$ cat config.mk
export PLATFORM = sky130hd
export DESIGN_NAME = seven_seg_sched
export DESIGN_NICKNAME = d
export VERILOG_FILES = /design/src/rtl/seven_seg_sched.sv
export SDC_FILE = /design/constraint.sdc
export NUM_CORES = 1
export LEC_CHECK = 0
export ABC_AREA = 1
export CAP_MARGIN = 20
export CORE_UTILIZATION = 44
export CTS_CLUSTER_DIAMETER = 200
export DETAILED_ROUTE_END_ITERATION = 16
export PLACE_DENSITY = 0.79
export SLEW_MARGIN = 25
export SYNTH_ARGS = -nofsm -noshare
export SYNTH_HDL_FRONTEND = slang
export SYNTH_SLANG_ARGS = --single-unit
$ cat constraint.sdc
create_clock -name clk -period 3.2 [get_ports clk]
set_clock_uncertainty 0.1 [all_clocks]
set_input_delay 0.64 -clock clk [delete_from_list [all_inputs] [get_ports clk]]
set_output_delay 0.64 -clock clk [all_outputs]
set_load 0.05 [all_outputs]
$ cat src/rtl/seven_seg_sched.sv
// Scan/ownership scheduler for a 4-digit seven-segment driver: digit scan index,
// blink clock and frame-aligned arbitration of two requesters. Define
// SEVEN_SEG_SCHED_FLASH_EN to build the blink clock; otherwise flash_clk and blinking are 0.
module seven_seg_sched #(
  parameter int SCAN_DIV     = 50000,
  parameter int FLASH_FRAMES = 64,
  parameter int MIN_FRAMES   = 8
) (
  input  logic        clk,
  input  logic        rst,
  input  logic [1:0]  req,
  input  logic [31:0] num0,
  input  logic [31:0] num1,
  input  logic [1:0]  mode0,
  input  logic [1:0]  mode1,
  input  logic [3:0]  point0,
  input  logic [3:0]  point1,
  input  logic [3:0]  blink0,
  input  logic [3:0]  blink1,
  output logic [31:0] disp_num,
  output logic [1:0]  SW,
  output logic [3:0]  pointing,
  output logic [3:0]  blinking,
  output logic [1:0]  Scanning,
  output logic        flash_clk,
  output logic [1:0]  grant,
  output logic        frame_end,
  output logic [1:0]  o_dbg_state
);

  // Handshake: none. req is a level sampled only on the frame_end cycle; grant
  // and the latched content change together on the edge that closes that cycle.

  localparam int SC_W = (SCAN_DIV > 1) ? $clog2(SCAN_DIV) : 1;
  localparam int HC_W = (MIN_FRAMES > 1) ? $clog2(MIN_FRAMES) : 1;
  localparam logic [SC_W-1:0] SC_MAX = SC_W'(SCAN_DIV - 1);
  localparam logic [HC_W-1:0] HC_MAX = HC_W'(MIN_FRAMES - 1);

`ifdef SEVEN_SEG_SCHED_FLASH_EN
  localparam logic [3:0] BLINK_MASK = 4'hF;
`else
  localparam logic [3:0] BLINK_MASK = 4'h0;
`endif

  typedef enum logic [1:0] {
    ST_IDLE = 2'b00,
    ST_OWN0 = 2'b01,
    ST_OWN1 = 2'b10
  } state_t;

  logic [SC_W-1:0] r_sc;
  logic [1:0]      r_scan;
  logic            w_tick;
  logic            w_frame_end;

  state_t          r_state;
  state_t          w_state_nxt;
  logic [HC_W-1:0] r_hc;
  logic [HC_W-1:0] w_hc_nxt;
  logic            r_last;
  logic            w_last_nxt;
  logic            w_own_idx;
  logic            w_req_self;
  logic            w_req_other;

  logic [1:0]      r_grant;
  logic [31:0]     r_num;
  logic [1:0]      r_sw;
  logic [3:0]      r_point;
  logic [3:0]      r_blink;
  logic [1:0]      w_grant_nxt;
  logic [31:0]     w_num_nxt;
  logic [1:0]      w_sw_nxt;
  logic [3:0]      w_point_nxt;
  logic [3:0]      w_blink_nxt;

  assign w_tick      = (r_sc == SC_MAX);
  assign w_frame_end = w_tick && (r_scan == 2'd3);

  always_ff @(posedge clk) begin
    if (rst) begin
      r_sc   <= '0;
      r_scan <= 2'd0;
    end else if (w_tick) begin
      r_sc   <= '0;
      r_scan <= r_scan + 2'd1;
    end else begin
      r_sc   <= r_sc + SC_W'(1);
    end
  end

`ifdef SEVEN_SEG_SCHED_FLASH_EN
  localparam int FL_W = (FLASH_FRAMES > 1) ? $clog2(FLASH_FRAMES) : 1;
  localparam logic [FL_W-1:0] FL_MAX = FL_W'(FLASH_FRAMES - 1);

  logic [FL_W-1:0] r_flash_cnt;
  logic            r_flash_clk;

  always_ff @(posedge clk) begin
    if (rst) begin
      r_flash_cnt <= '0;
      r_flash_clk <= 1'b0;
    end else if (w_frame_end) begin
      if (r_flash_cnt == FL_MAX) begin
        r_flash_cnt <= '0;
        r_flash_clk <= ~r_flash_clk;
      end else begin
        r_flash_cnt <= r_flash_cnt + FL_W'(1);
      end
    end
  end

  assign flash_clk = r_flash_clk;
`else
  assign flash_clk = 1'b0;
`endif

  // State register: the arbiter only advances on the last cycle of a frame.
  always_ff @(posedge clk) begin
    if (rst) begin
      r_state <= ST_IDLE;
      r_hc    <= '0;
      r_last  <= 1'b1;
    end else if (w_frame_end) begin
      r_state <= w_state_nxt;
      r_hc    <= w_hc_nxt;
      r_last  <= w_last_nxt;
    end
  end

  assign w_own_idx   = (r_state == ST_OWN1);
  assign w_req_self  = w_own_idx ? req[1] : req[0];
  assign w_req_other = w_own_idx ? req[0] : req[1];

  always_comb begin
    w_state_nxt = r_state;
    w_hc_nxt    = r_hc;
    w_last_nxt  = r_last;
    case (r_state)
      ST_IDLE: begin
        w_hc_nxt = '0;
        if (req == 2'b11) begin
          w_state_nxt = r_last ? ST_OWN0 : ST_OWN1;
        end else if (req[0]) begin
          w_state_nxt = ST_OWN0;
        end else if (req[1]) begin
          w_state_nxt = ST_OWN1;
        end
      end
      ST_OWN0, ST_OWN1: begin
        if (r_hc != HC_MAX) begin
          w_hc_nxt = r_hc + HC_W'(1);
        end else if (w_req_other) begin
          w_state_nxt = w_own_idx ? ST_OWN0 : ST_OWN1;
          w_hc_nxt    = '0;
          w_last_nxt  = w_own_idx;
        end else if (!w_req_self) begin
          w_state_nxt = ST_IDLE;
          w_hc_nxt    = '0;
          w_last_nxt  = w_own_idx;
        end
      end
      default: begin
        w_state_nxt = ST_IDLE;
        w_hc_nxt    = '0;
      end
    endcase
  end

  // Output selection follows the state being entered, so a new owner's first
  // visible digit already carries its content.
  always_comb begin
    w_grant_nxt = 2'b00;
    w_num_nxt   = 32'h0;
    w_sw_nxt    = 2'b01;
    w_point_nxt = 4'hF;
    w_blink_nxt = 4'h0;
    case (w_state_nxt)
      ST_OWN0: begin
        w_grant_nxt = 2'b01;
        w_num_nxt   = num0;
        w_sw_nxt    = mode0;
        w_point_nxt = point0;
        w_blink_nxt = blink0 & BLINK_MASK;
      end
      ST_OWN1: begin
        w_grant_nxt = 2'b10;
        w_num_nxt   = num1;
        w_sw_nxt    = mode1;
        w_point_nxt = point1;
        w_blink_nxt = blink1 & BLINK_MASK;
      end
      default: begin
        w_grant_nxt = 2'b00;
      end
    endcase
  end

  always_ff @(posedge clk) begin
    if (rst) begin
      r_grant <= 2'b00;
      r_num   <= 32'h0;
      r_sw    <= 2'b01;
      r_point <= 4'hF;
      r_blink <= 4'h0;
    end else if (w_frame_end) begin
      r_grant <= w_grant_nxt;
      r_num   <= w_num_nxt;
      r_sw    <= w_sw_nxt;
      r_point <= w_point_nxt;
      r_blink <= w_blink_nxt;
    end
  end

  assign disp_num    = r_num;
  assign SW          = r_sw;
  assign pointing    = r_point;
  assign blinking    = r_blink;
  assign Scanning    = r_scan;
  assign grant       = r_grant;
  assign frame_end   = w_frame_end;
  assign o_dbg_state = r_state;

endmodule

Run 1, congestion heat map:
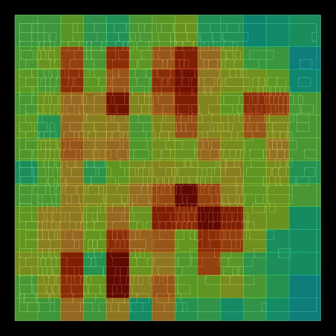
busiest grt layer: met2
gr usage total: 0.242

Run 1, metal 3:
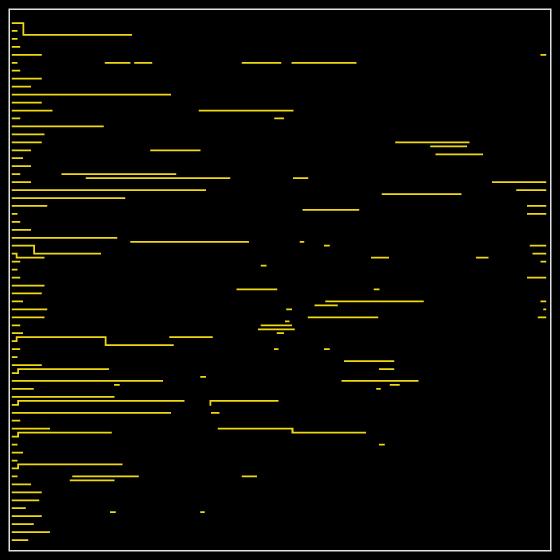
- wire length on this layer: 832 µm
- share of all routed wire: 8.7%
Routed WL: 9.60 mm
via count: 3697
met3 Use GR: 0.0747

==> results.txt, run 1 <==
Worst hold path depth = 1
Comb area = 0.00202 mm²
Num tapcells = 102
Peak supply drop = 0.000178 V
M1 WL = 3.99 mm
IO Port Bufs = 124
Outcome = finished clean
Hold Crit Class = reg -> reg
Share of cells above drive strength 1 = 0.153
#MultiIn Comb = 381
First-pass GRT wire length = 16.2 mm
Cell Rows = 32
GP Congestion = 0.874
Max-slew violation count = 0
Routed Antenna Nets = 0
Dominant kind of cell = logic gates
Initial core utilization = 0.460
Power Combinational = 255 µW
Synth-to-layout area growth = 41.3%
Tot Pwr = 1.73 mW
RSZ-0062 raised after global routing = no
Cell internal pwr = 1.28 mW
Slew @ Worst Pin = 604 ps
Final setup viols = 0
Met2 WL = 4.51 mm
Area leader share = 0.357
Max incr delay on CP = 560 ps
DR pass1 iterations = 5
Worst Path Buf+Inv = 3
Biggest area consumer among synthesized cells = dfxtp_1
Seq share, synth = 0.357
Clock Pin Slew Worst Setup and Hold Paths = 70 ps
Non-clock buffer count = 132
CTS root buf = clkbuf_8
ClkCell Share = 0.0370
Global route overflow = 0
Startpoint Class = flop
Async set or reset register ratio after synthesis = 0
# IOs = 138
Number of ordinary inverters in the final layout = 35
Yosys cell count = 506
Inst Count DP = 714
Post-CTS Setup Bufs = 0
Cell count of the worst reg-to-reg path = 15
Synth Area in Compound Gates = 0.181
Critical path type = reg -> out
Final Hold Fails = 0
Hold WS = 351 ps
Seq/total area = 0.253
Chip height = 92.3 µm
Cts bufs inserted = 9
Clk buf depth = 2
Vias in the first global route = 3575
P_seq = 801 µW
Sequence of cells on the critical path = ha_1 -> nand2_1 -> inv_1 -> nand2_1 -> nor2_1 -> inv_1 -> nor4_2 -> dlygate4sd2_1
Cell Type Count = 34
Tool warnings = 40
Fill cell count = 659
Insertion Delay late pin = 350 ps
Yosys chip area = 0.00359 mm²
R2r setup slk = 320 ps
CTS tree = built
Final core occ = 0.650
Die area = 0.00852 mm²
Cell area leaders = dfxtp_1 (36%), nand2_1 (17%), a21oi_1 (7.7%), a21oi_2 (7.3%), nand2_2 (5.6%)
Most numerous cell in the Yosys netlist = nand2_1
Top cells by count, synth = nand2_1 (162), dfxtp_1 (64), a21oi_1 (55), nand2_2 (32), inv_1 (31)
Crit-path leading delay family = buffers and inverters
Slew HR = 0.597
Iter 0 DRT Violations = 279
Vias per cell = 5.06
Power in the clock group = 670 µW
Setup_tns = 0 ps
Synth flops = 64
N_diodes = 0
Run 1, metal 2:
The bar under the picture is 20 µm long.
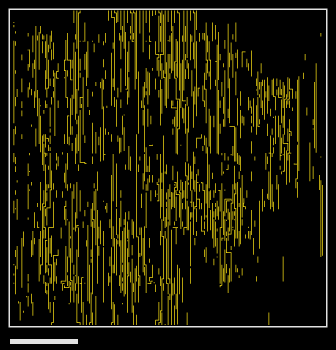
- wire length on this layer: 4510 µm
- nets with wire on the layer: 571
- longest straight run: 31.6 µm
routing usage on met2: 0.402

==> run 1: per-stage QoR <==
step	setup WS, ps	cell area (µm²)
2_1_floorplan	197	3610
3_3_place_gp	85.0	4890
3_5_place_dp	7.06	4890
4_1_cts	216	5070
5_1_grt	62.4	5070
6_report	217	5070
==> run 1: worst max path at each step <==
stage	end	startpoint	slack (ps)	cells after the start
floorplan	disp_num[13]	o_dbg_state[0]	200	16
global placement	disp_num[2]	req[0]	80	16
detailed placement	disp_num[1]	req[0]	7	13
CTS	frame_end	r_sc[0]	220	8
global route	disp_num[2]	o_dbg_state[1]	60	15
finish	frame_end	r_sc[0]	220	8
==> run 1: sequential cells by signal, summed over array words and instances, names as in the netlist <==
register,count
r_last,1
r_sc,16
Scanning,2
disp_num,32
pointing,4
grant,2
o_dbg_state,2
r_hc,3
SW,2
Run 1, where the registers sit:
The bar under the picture is 20 µm long.
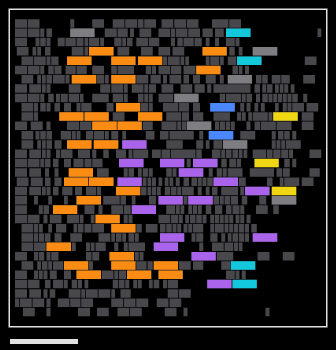

--- run 2 (diff from run 1) ---
--- a/config.mk
+++ b/config.mk
@@ -5,9 +5,8 @@
 export SDC_FILE = /design/constraint.sdc
 export NUM_CORES = 1
 export LEC_CHECK = 0
-export ABC_AREA = 1
 export CAP_MARGIN = 20
-export CORE_UTILIZATION = 44
+export CORE_UTILIZATION = 42
 export CTS_CLUSTER_DIAMETER = 200
 export DETAILED_ROUTE_END_ITERATION = 16
 export PLACE_DENSITY = 0.79
Run 2, where the registers sit:
The bar under the picture is 20 µm long.
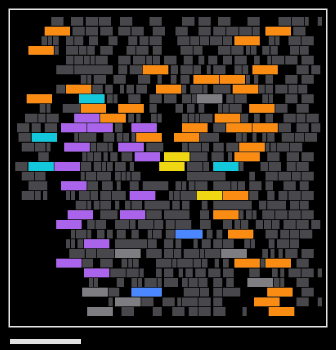
- yellow: r_hc (sequential cells 3)
- cyan: pointing (sequential cells 4)
- orange: disp_num (sequential cells 32; where all over the die)
- blue: o_dbg_state (sequential cells 2)
- purple: r_sc (sequential cells 16; where west)
P_seq: 801 µW
Seq/total area: 0.264
final core occ: 0.667
FF+latch area: 0.00129 mm²

Run 2, congestion heat map:
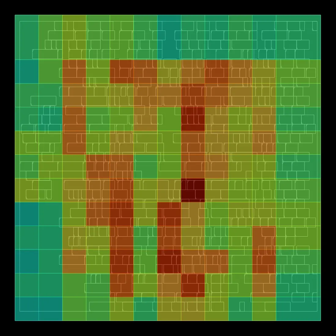
WL/cell: 14.6 µm
met1 GRT Util: 0.248
routing usage on met2: 0.393
gr usage total: 0.220
met3 Use GR: 0.0504

Run 2, logic cells by family:
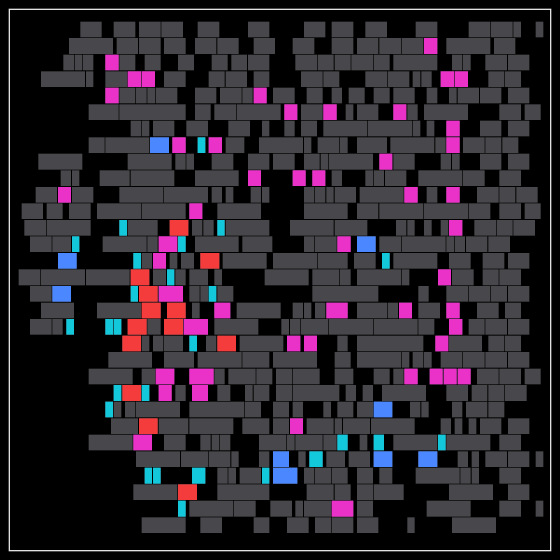
- cyan: nor cells (cells 26; most used nor2_1)
- magenta: and/or cells (cells 49; most used or3_1)
- red: xor and xnor cells (cells 13; most used xor2_1; where west)
- blue: non-inverting ao/oa cells (cells 9; most used a211o_1)
most frequent logic cell in the layout: clkdlybuf4s50_1
logic share of the area: 0.357
fin cells: 605

==> results.txt, run 2 <==
DR pass1 iterations = 6 (+1)
Clock Pin Slew Worst Setup and Hold Paths = 70 ps (about the same)
Busiest grt layer = met2
Number of ordinary inverters in the final layout = 6 (-83%)
Via count = 3202 (-13%)
Worst hold path depth = 2 (+1)
Pre-CTS setup slack = -258 ps (-265 ps)
Final worst slack = 126 ps (-91.3 ps)
Slew HR = 0.457 (-0.140)
Setup_tns = 0 ps (unchanged)
Cell count of the worst reg-to-reg path = 11 (-4)
Tot Pwr = 1.94 mW (+12%)
N_diodes = 0 (unchanged)
Largest register FFs = 32 (unchanged)
Placed instance area = 0.00457 mm² (-6.6%)
Synth Area in Compound Gates = 0.212 (+0.0306)
R2r setup slk = 170 ps (-150 ps)
# IOs = 138 (unchanged)
Cell Type Count = 42 (+24%)
Initial core utilization = 0.435 (-0.0250)
Outcome = finished clean
Fill cell count = 615 (-6.7%)
Most numerous cell in the Yosys netlist = dfxtp_1
Comb area = 0.00174 mm² (-14%)
Routed Antenna Nets = 0 (unchanged)
Num tapcells = 99 (-2.9%)
Area leader share = 0.404 (+0.0472)
Critical path type = in -> reg
Vias in the first global route = 2958 (-17%)
Met2 WL = 4.43 mm (-1.7%)
Crit-path leading delay family = AND-OR/OR-AND gates
Yosys chip area = 0.00317 mm² (-12%)
Biggest area consumer among synthesized cells = dfxtp_1
Cell internal pwr = 1.52 mW (+18%)
IO Port Bufs = 124 (unchanged)
GP Congestion = 0.801 (-8.3%)
M1 WL = 3.74 mm (-6.2%)
Top cells by count, synth = dfxtp_1 (64), nand2_1 (45), a21oi_1 (44), or3_1 (36), a22oi_1 (34)
CTS tree = built
Share of cells above drive strength 1 = 0.0968 (-0.0560)
Routed WL = 8.82 mm (-8.0%)
Clk buf depth = 2 (unchanged)
Cell area leaders = dfxtp_1 (40%), a22oi_1 (8.1%), or3_1 (7.1%), a21oi_1 (6.9%), nand2_1 (5.3%)
Non-clock buffer count = 145 (+9.8%)
Fin area = 0.00487 mm² (-4.1%)
Inst Count DP = 589 (-18%)
Async set or reset register ratio after synthesis = 0 (unchanged)
Dominant kind of cell = logic gates
run 2: worst reg2reg max path, delay by kind of cell, from the launching register on:
kind / cells / cell delay, ps
fa+ha+maj: 2 / 460
compound gates: 4 / 840
simple gates: 2 / 800
flops: 1 / 370
buf+inv: 3 / 340
run 2: worst max-delay path by stage:
stage / start / endpoint / slack, ps / depth (start not counted)
6_report: req[0] / pointing[1] / 130 / 10
5_1_grt: o_dbg_state[0] / disp_num[4] / 30 / 11
4_1_cts: req[0] / SW[0] / 100 / 10
3_5_place_dp: req[0] / SW[0] / -260 / 10
3_3_place_gp: req[0] / SW[0] / -240 / 10
2_1_floorplan: o_dbg_state[0] / disp_num[10] / 10 / 11
Power figures rest on the tool's default switching activity, not on a simulated workload.
